===== src/rtl/pkg_alu.sv =====
// pkg_alu: ALU operation codes and chunk geometry shared by ALU clients.
package pkg_alu;
  localparam int CHUNK_WIDTH = 16;
  localparam int FLAG_WIDTH  = 4;

  typedef enum logic [3:0] {
    ALU_NOP  = 4'd0,
    ALU_ADD  = 4'd1,
    ALU_SUB  = 4'd2,
    ALU_AND  = 4'd3,
    ALU_OR   = 4'd4,
    ALU_XOR  = 4'd5,
    ALU_SHL  = 4'd6,
    ALU_SHR  = 4'd7,
    ALU_MULW = 4'd8
  } alu_op_t;
endpackage


===== src/rtl/pkg_mul_seq.sv =====
// pkg_mul_seq: state encoding for the sequential chunked multiplier.
package pkg_mul_seq;
  typedef enum logic [2:0] {
    IDLE = 3'd0,
    MUL  = 3'd1,
    SHL  = 3'd2,
    ADD  = 3'd3,
    DONE = 3'd4
  } state_t;
endpackage


===== src/rtl/pkg_reg.sv =====
// pkg_reg: register-file wide constants shared across the datapath.
package pkg_reg;
  localparam int REG_WIDTH = 64;
endpackage


===== src/rtl/if_alu.sv =====
// if_alu: request/response bundle between an ALU client and the ALU device.
interface if_alu #(
  parameter int WIDTH = pkg_reg::REG_WIDTH
);
  import pkg_alu::*;

  alu_op_t                op;
  logic [WIDTH-1:0]       a;
  logic [WIDTH-1:0]       b;
  logic [WIDTH-1:0]       s;
  logic [FLAG_WIDTH-1:0]  flags;

  modport client (output op, a, b, input s, flags);
  modport device (input op, a, b, output s, flags);
endinterface


===== src/rtl/mul_seq_idx.sv =====
// mul_seq_idx: walks the chunk pairs (i outer, j inner) with i+j < N and
// reports the shift amount 16*(i+j) and whether the current pair is the last.
module mul_seq_idx
  import pkg_alu::*;
#(
  parameter int N  = 4,
  parameter int IW = 2,
  parameter int SW = 6
) (
  input  logic          clk,
  input  logic          rst,
  input  logic          clr,
  input  logic          adv,
  output logic [IW-1:0] i,
  output logic [IW-1:0] j,
  output logic [SW-1:0] shift,
  output logic          last
);
  logic [IW-1:0] i_reg;
  logic [IW-1:0] j_reg;
  logic          row_end;

  // Pairs above the anti-diagonal only affect bits beyond the product width.
  assign row_end = (i_reg + j_reg) == IW'(N - 1);
  assign last    = row_end && (i_reg == IW'(N - 1));
  assign shift   = SW'(32'(i_reg + j_reg) * CHUNK_WIDTH);
  assign i       = i_reg;
  assign j       = j_reg;

  always_ff @(posedge clk or posedge rst) begin
    if (rst) begin
      i_reg <= '0;
      j_reg <= '0;
    end else if (clr) begin
      i_reg <= '0;
      j_reg <= '0;
    end else if (adv) begin
      if (row_end) begin
        i_reg <= i_reg + IW'(1);
        j_reg <= '0;
      end else begin
        j_reg <= j_reg + IW'(1);
      end
    end
  end
endmodule


===== src/rtl/alu_mul_seq.sv =====
// alu_mul_seq: WIDTH x WIDTH -> WIDTH multiplier built from 16-bit chunk products
// run through a shared ALU (MULW, SHL, ADD per pair). Optional: ALU_MUL_SEQ_SKIP_ZERO_EN.
module alu_mul_seq
  import pkg_alu::*, pkg_mul_seq::*;
#(
  parameter int WIDTH = pkg_reg::REG_WIDTH
) (
  input  logic             clk,
  input  logic             rst,
  input  logic             start,
  input  logic [WIDTH-1:0] x,
  input  logic [WIDTH-1:0] y,
  output logic             ready,
  output logic             done,
  output logic [WIDTH-1:0] prod,
  if_alu.client            alu
);
  localparam int N  = WIDTH / CHUNK_WIDTH;
  localparam int IW = (N > 1) ? $clog2(N) : 1;
  localparam int SW = $clog2(WIDTH);

  state_t                 state_reg;
  logic [WIDTH-1:0]       x_reg;
  logic [WIDTH-1:0]       y_reg;
  logic [WIDTH-1:0]       t_reg;
  logic [WIDTH-1:0]       sum_reg;
  logic [IW-1:0]          idx_i;
  logic [IW-1:0]          idx_j;
  logic [SW-1:0]          idx_shift;
  logic                   idx_last;
  logic                   idx_clr;
  logic                   idx_adv;
  logic [CHUNK_WIDTH-1:0] x_chunk;
  logic [CHUNK_WIDTH-1:0] y_chunk;
  logic                   pair_skip;

  assign x_chunk = x_reg[CHUNK_WIDTH*idx_i +: CHUNK_WIDTH];
  assign y_chunk = y_reg[CHUNK_WIDTH*idx_j +: CHUNK_WIDTH];

`ifdef ALU_MUL_SEQ_SKIP_ZERO_EN
  assign pair_skip = (x_chunk == '0) || (y_chunk == '0);
`else
  assign pair_skip = 1'b0;
`endif

  assign idx_clr = (state_reg == IDLE) && start;
  assign idx_adv = (state_reg == ADD) || ((state_reg == MUL) && pair_skip);

  mul_seq_idx #(
    .N  (N),
    .IW (IW),
    .SW (SW)
  ) u_idx (
    .clk   (clk),
    .rst   (rst),
    .clr   (idx_clr),
    .adv   (idx_adv),
    .i     (idx_i),
    .j     (idx_j),
    .shift (idx_shift),
    .last  (idx_last)
  );

  // ALU request decoded from the state; the result is consumed in the same cycle.
  always_comb begin
    alu.op = ALU_NOP;
    alu.a  = '0;
    alu.b  = '0;
    case (state_reg)
      MUL: begin
        if (!pair_skip) begin
          alu.op = ALU_MULW;
          alu.a  = WIDTH'(x_chunk);
          alu.b  = WIDTH'(y_chunk);
        end
      end
      SHL: begin
        alu.op = ALU_SHL;
        alu.a  = WIDTH'(idx_shift);
        alu.b  = t_reg;
      end
      ADD: begin
        alu.op = ALU_ADD;
        alu.a  = t_reg;
        alu.b  = sum_reg;
      end
      default: ;
    endcase
  end

  always_ff @(posedge clk or posedge rst) begin
    if (rst) begin
      state_reg <= IDLE;
      ready     <= 1'b1;
      done      <= 1'b0;
      prod      <= '0;
      x_reg     <= '0;
      y_reg     <= '0;
      t_reg     <= '0;
      sum_reg   <= '0;
    end else begin
      done <= 1'b0;
      case (state_reg)
        IDLE: begin
          if (start) begin
            x_reg     <= x;
            y_reg     <= y;
            t_reg     <= '0;
            sum_reg   <= '0;
            ready     <= 1'b0;
            state_reg <= MUL;
          end
        end
        MUL: begin
          if (pair_skip) begin
            if (idx_last) begin
              prod      <= sum_reg;
              done      <= 1'b1;
              state_reg <= DONE;
            end
          end else begin
            t_reg     <= alu.s;
            state_reg <= SHL;
          end
        end
        SHL: begin
          t_reg     <= alu.s;
          state_reg <= ADD;
        end
        ADD: begin
          sum_reg <= alu.s;
          if (idx_last) begin
            prod      <= alu.s;
            done      <= 1'b1;
            state_reg <= DONE;
          end else begin
            state_reg <= MUL;
          end
        end
        DONE: begin
          ready     <= 1'b1;
          state_reg <= IDLE;
        end
        default: state_reg <= IDLE;
      endcase
    end
  end
endmodule

===== src/flat_wrapper.sv =====
// flat-port wrapper written by rule: the top's interface ports become plain ports
module alu_mul_seq_flat import pkg_alu::*, pkg_mul_seq::*;
#(
  parameter int WIDTH = pkg_reg::REG_WIDTH
)
  (clk, rst, start, x, y, ready, done, prod, alu_op, alu_a, alu_b, alu_s, alu_flags);
  if_alu #(.WIDTH(WIDTH)) alu_i ();
  input  logic clk;
  input  logic rst;
  input  logic start;
  input  logic [WIDTH-1:0] x;
  input  logic [WIDTH-1:0] y;
  output logic ready;
  output logic done;
  output logic [WIDTH-1:0] prod;
  output wire logic [$bits(alu_i.op)-1:0] alu_op;
  output wire logic [$bits(alu_i.a)-1:0] alu_a;
  output wire logic [$bits(alu_i.b)-1:0] alu_b;
  input wire logic [$bits(alu_i.s)-1:0] alu_s;
  input wire logic [$bits(alu_i.flags)-1:0] alu_flags;
  assign alu_op = alu_i.op;
  assign alu_a = alu_i.a;
  assign alu_b = alu_i.b;
  assign alu_i.s = alu_s;
  assign alu_i.flags = alu_flags;
  alu_mul_seq #(.WIDTH(WIDTH)) u_core (.clk(clk), .rst(rst), .start(start), .x(x), .y(y), .ready(ready), .done(done), .prod(prod), .alu(alu_i));
endmodule

===== config.mk =====
export PLATFORM = sky130hd
export DESIGN_NAME = alu_mul_seq_flat
export DESIGN_NICKNAME = d
export VERILOG_FILES = /design/src/rtl/pkg_alu.sv /design/src/rtl/pkg_mul_seq.sv /design/src/rtl/pkg_reg.sv /design/src/rtl/if_alu.sv /design/src/rtl/mul_seq_idx.sv /design/src/rtl/alu_mul_seq.sv /design/src/flat_wrapper.sv
export SDC_FILE = /design/constraint.sdc
export NUM_CORES = 1
export LEC_CHECK = 0
export ABC_AREA = 1
export CORE_MARGIN = 4
export CORE_UTILIZATION = 52
export CTS_CLUSTER_SIZE = 10
export DETAILED_ROUTE_END_ITERATION = 7
export PLACE_DENSITY = 0.85
export SLEW_MARGIN = 10
export SYNTH_ARGS = -nofsm -noshare
export SYNTH_HDL_FRONTEND = slang
export SYNTH_SLANG_ARGS = --single-unit
export TNS_END_PERCENT = 1

===== constraint.sdc =====
create_clock -name clk -period 24.2 [get_ports clk]
set_input_delay 4.84 -clock clk [delete_from_list [all_inputs] [get_ports clk]]
set_output_delay 4.84 -clock clk [all_outputs]
set_load 0.005 [all_outputs]

==> impl_metrics.json, run 1 <==
{
  "htreeDepth": 2,
  "leakagePower_uw": 0.00928,
  "most_common_cell": "nand2_1",
  "xor_share_pct": 0.0603,
  "hold_viol": 0,
  "final_util_pct": 71.6,
  "gp_congestion": 0.909,
  "path_delay_family": "buffers and inverters",
  "signal_buffers": 406,
  "min_to": "u_core.prod[2]",
  "yosysWarnings": 0,
  "met1_usage_pct": 37.6,
  "firstDrtPassIters": 5,
  "ir_drop_mv": 0.0708,
  "drv_slew": 0,
  "hold_depth": 2,
  "final_common_cell": "nand2_1",
  "clk_pin_slew_ns": 0.06,
  "p_comb_uw": 1260,
  "fin_area_um2": 19500,
  "startpoint_type": "register",
  "mux_area_share_pct": 0,
  "top_cell_area_share_pct": 56.5,
  "ys.flops": 329,
  "die-area_um2": 30700,
  "core_area_um2": 27300,
  "powerDensity_nw_per_um2": 137,
  "pwr-share-clk_pct": 18.5,
  "rows": 60,
  "pg_seq_uw": 916,
  "finalPower_uw": 2670,
  "dieHeight_um": 175,
  "synth-adder-area-share_pct": 0.172,
  "ys_top_logic_family": "simple AND/OR/NAND/NOR gates",
  "status": "completed",
  "placed_area_um2": 18500,
  "power.internal_uw": 1620,
  "grt_setup_unrepaired": "false",
  "vias_per_cell": 5.52,
  "max_stage_delay_ns": 0.65,
  "slew_headroom_pct": 20.7,
  "cts_num_sinks": 329,
  "ios": 397,
  "syn_area_um2": 14500,
  "dp.cells": 2413,
  "tightestPinTransition_ns": 1.19,
  "largestClassByArea": "registers",
  "maxCapViolations": 0,
  "p_sw_share_pct": 39.3,
  "sh_seq_area_pct": 42.2
}
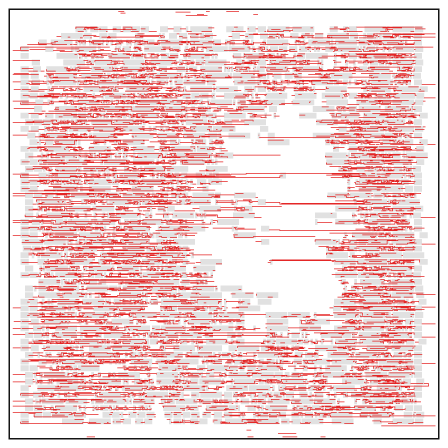
Run 1: metal 1
Cells faint in the background.
wire length on this layer: 17,600 um
share of all routed wire: 38%
nets with wire on the layer: 2,034
longest straight run: 48.5 um
main direction: horizontal

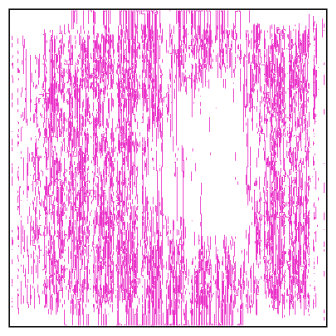
Run 1: the metal 2 layer
nets with wire on the layer: 1,904
wire length on this layer: 21.8 mm
main direction: vertical
longest straight run: 68.7 um
share of all routed wire: 47%
via count: 13,588
DRT Wirelength: 46,100 um

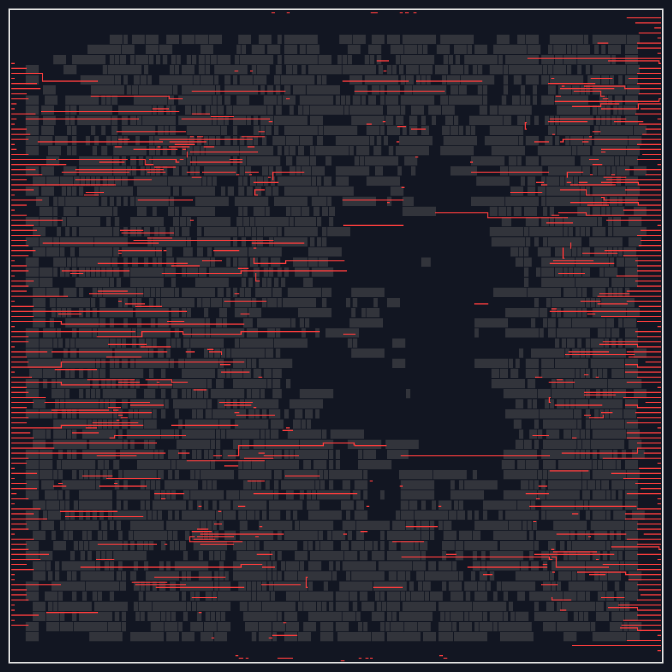
Run 1: metal 3
Cells faint in the background.
share of all routed wire: 9.8%
longest straight run: 49.0 um
nets with wire on the layer: 405
wire length on this layer: 4,500 um

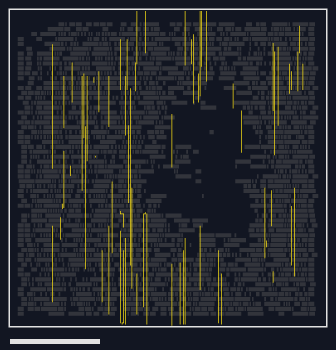
Run 1: metal 4
Bar = 50 um. Cells faint in the background.
share of all routed wire: 4.7%
main direction: vertical
nets with wire on the layer: 61

Run 1, routing congestion:
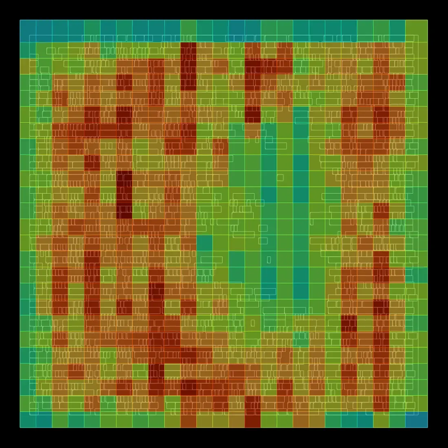

--- run 2 (diff from run 1) ---
--- a/config.mk
+++ b/config.mk
@@ -7,10 +7,10 @@
 export LEC_CHECK = 0
 export ABC_AREA = 1
 export CORE_MARGIN = 4
-export CORE_UTILIZATION = 52
+export CORE_UTILIZATION = 49
 export CTS_CLUSTER_SIZE = 10
 export DETAILED_ROUTE_END_ITERATION = 7
-export PLACE_DENSITY = 0.85
+export PLACE_DENSITY = 0.81
 export SLEW_MARGIN = 10
 export SYNTH_ARGS = -nofsm -noshare
 export SYNTH_HDL_FRONTEND = slang
==> constraint.sdc (replaced) <==
create_clock -name clk -period 8.4 [get_ports clk]
set_input_delay 1.68 -clock clk [delete_from_list [all_inputs] [get_ports clk]]
set_output_delay 1.68 -clock clk [all_outputs]
set_load 0.005 [all_outputs]
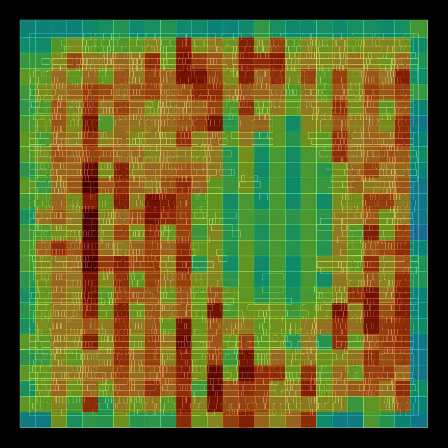
Run 2: routing congestion
utilization after layout: 67.4%
met2 Use GR: 44.1%
met1 Use GR: 35.4%
met3 Use GR: 6.74%
routed len/inst: 18.7 um

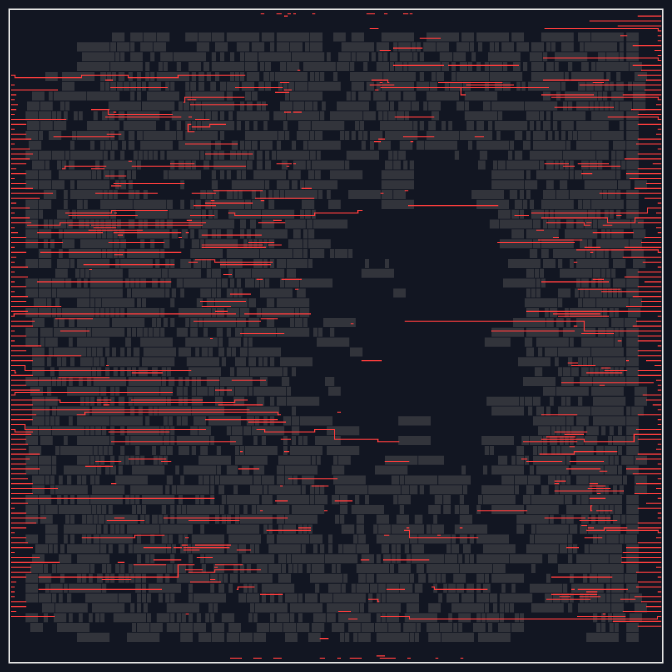
Run 2: metal 3
Cells faint in the background.
main direction: horizontal
nets with wire on the layer: 390
via count: 13,393
DRT Wirelength: 46,400 um

==> run 2 against run 1 <==
Effect of this change:
- sequential share of layout area fell by 0.12 points
- first-iteration DRC count decreased by 25%
- synthesized cell count stayed put
- utilization shrank 4.2 points
- sequential power rose to 2.9 times the previous value
- critical path depth unchanged
- area after synthesis is the same
- cell area increased by 0.28%
- register-to-register slack got worse by 16 ns
- non-clock buffer count is 3 higher
- combinational power rose to 2.9 times the previous value
- critical endpoint is now alu_b[3]
==> impl_metrics.json, run 2 <==
{
  "status": "completed",
  "pg_seq_uw": 2620,
  "hold_depth": 2,
  "signal_buffers": 409,
  "ys.flops": 329,
  "powerDensity_nw_per_um2": 394,
  "dp.cells": 2428,
  "largestClassByArea": "registers",
  "fin_area_um2": 19600,
  "xor_share_pct": 0.0603,
  "final_common_cell": "nand2_1",
  "hold_viol": 0,
  "power.internal_uw": 4680,
  "most_common_cell": "nand2_1",
  "maxCapViolations": 0,
  "cts_num_sinks": 329,
  "sh_seq_area_pct": 42.1,
  "core_area_um2": 29000,
  "mux_area_share_pct": 0,
  "pwr-share-clk_pct": 18.6,
  "gp_congestion": 0.904,
  "slew_headroom_pct": 31.8,
  "rows": 62,
  "ir_drop_mv": 0.190,
  "syn_area_um2": 14500,
  "grt_setup_unrepaired": "false",
  "die-area_um2": 32500,
  "path_delay_family": "buffers and inverters",
  "p_sw_share_pct": 39.1,
  "leakagePower_uw": 0.00929,
  "yosysWarnings": 0,
  "vias_per_cell": 5.41,
  "clk_pin_slew_ns": 0.06,
  "placed_area_um2": 18500,
  "ios": 397,
  "synth-adder-area-share_pct": 0.172
}
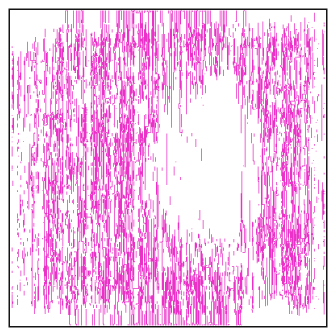
Run 2: the metal 2 layer
longest straight run: 67.7 um
share of all routed wire: 46%
wire length on this layer: 21.2 mm
main direction: vertical

Run 2, metal 1:
Cells faint in the background.
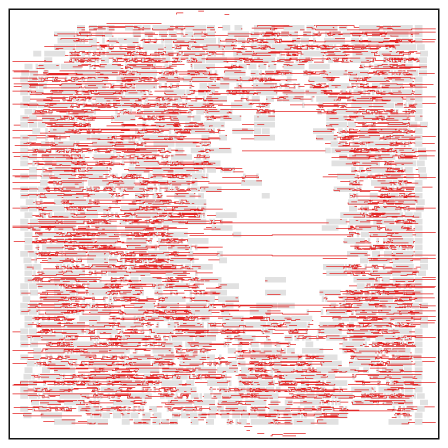

--- run 3 (diff from run 2) ---
==> constraint.sdc (replaced) <==
create_clock -name clk -period 4.9 [get_ports clk]
set_input_delay 0.98 -clock clk [delete_from_list [all_inputs] [get_ports clk]]
set_output_delay 0.98 -clock clk [all_outputs]
set_load 0.005 [all_outputs]
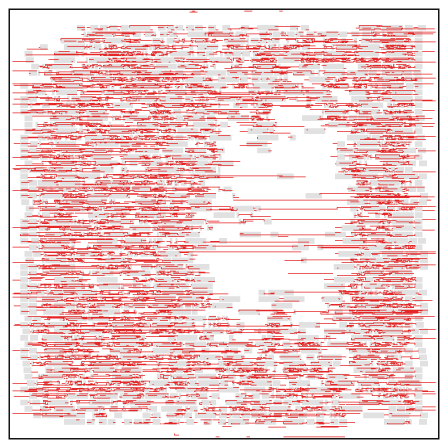
Run 3: metal 1
Cells faint in the background.
main direction: horizontal
longest straight run: 52.4 um
share of all routed wire: 41%
wire length on this layer: 18,600 um
nets with wire on the layer: 2,051

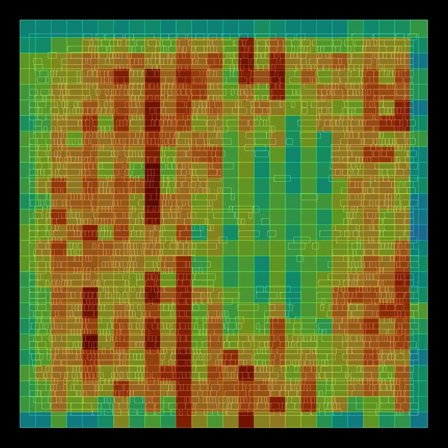
Run 3: routing congestion
utilization after layout: 67.9%
met3 Use GR: 5.77%
met1 Use GR: 36.3%

==> run 3 against run 2 <==
Effect of this change:
- worst hold slack hardly changed
- setup slack worse by 2.7 ns
- count of clock-buffer cells in the layout is 2 higher
- global-route usage is 0.42 points lower
- via count is 0.71% higher
- clock skew is 0.0023 ns higher
- first-iteration DRC count is 8.6% higher
- utilization is 0.53 points higher
- combinational power is 71% higher
- critical path type unchanged
==> impl_metrics.json, run 3 <==
{
  "status": "completed",
  "xor_share_pct": 0.0603,
  "top_area_cell": "dfrtp_1",
  "met2_usage_pct": 43.6,
  "flops": 329,
  "fin_area_um2": 19700,
  "top_cell_area_share_pct": 56.5,
  "dieHeight_um": 180,
  "finalPower_uw": 13300,
  "tightestPinTransition_ns": 0.971,
  "vias_per_cell": 5.43,
  "powerDensity_nw_per_um2": 676,
  "largestClassByArea": "registers",
  "totalWireLength_um": 45900,
  "synthArstFlopShare_pct": 100,
  "most_common_cell": "nand2_1",
  "ir_drop_mv": 0.396,
  "leakagePower_uw": 0.00937,
  "firstDrtPassIters": 5,
  "dp.cells": 2434,
  "wire_per_inst_um": 18.4,
  "core_area_um2": 29000,
  "placed_area_um2": 18600,
  "rows": 62,
  "num_vias": 13488,
  "grt_setup_unrepaired": "false",
  "min_to": "u_core.prod[9]",
  "syn_area_um2": 14500,
  "gp_congestion": 0.896,
  "p_comb_uw": 6230,
  "slew_headroom_pct": 35.2,
  "p_sw_share_pct": 38.7,
  "die-area_um2": 32500,
  "cts_num_sinks": 329,
  "drv_slew": 0,
  "startpoint_type": "register",
  "fin_crit_sh_pct": 89.2,
  "synth-adder-area-share_pct": 0.172,
  "final_common_cell": "nand2_1",
  "ios": 397,
  "hold_depth": 2,
  "path_delay_family": "buffers and inverters",
  "max_stage_delay_ns": 0.87,
  "ys.flops": 329,
  "ys_top_logic_family": "simple AND/OR/NAND/NOR gates",
  "maxCapViolations": 0,
  "power.internal_uw": 8160,
  "yosysWarnings": 0
}
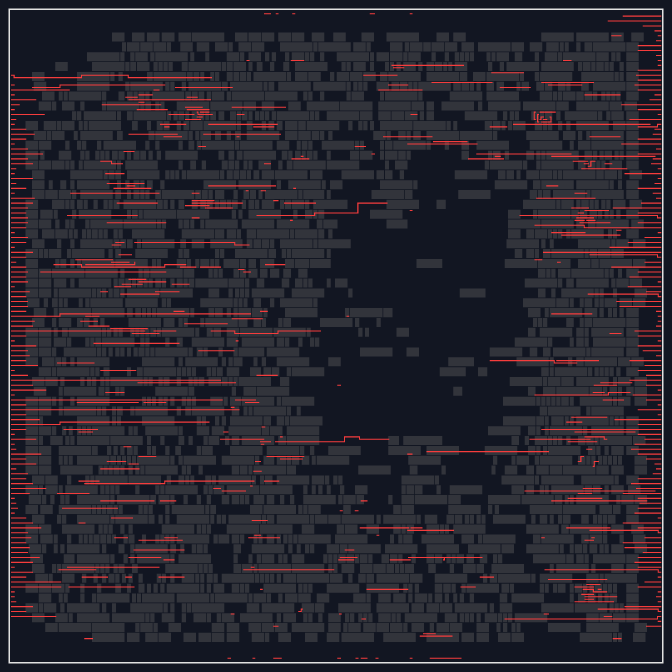
Run 3: metal 3
Cells faint in the background.
wire length on this layer: 3,870 um
share of all routed wire: 8.5%

No activity file was given, so power comes from the tool's default toggle rates.
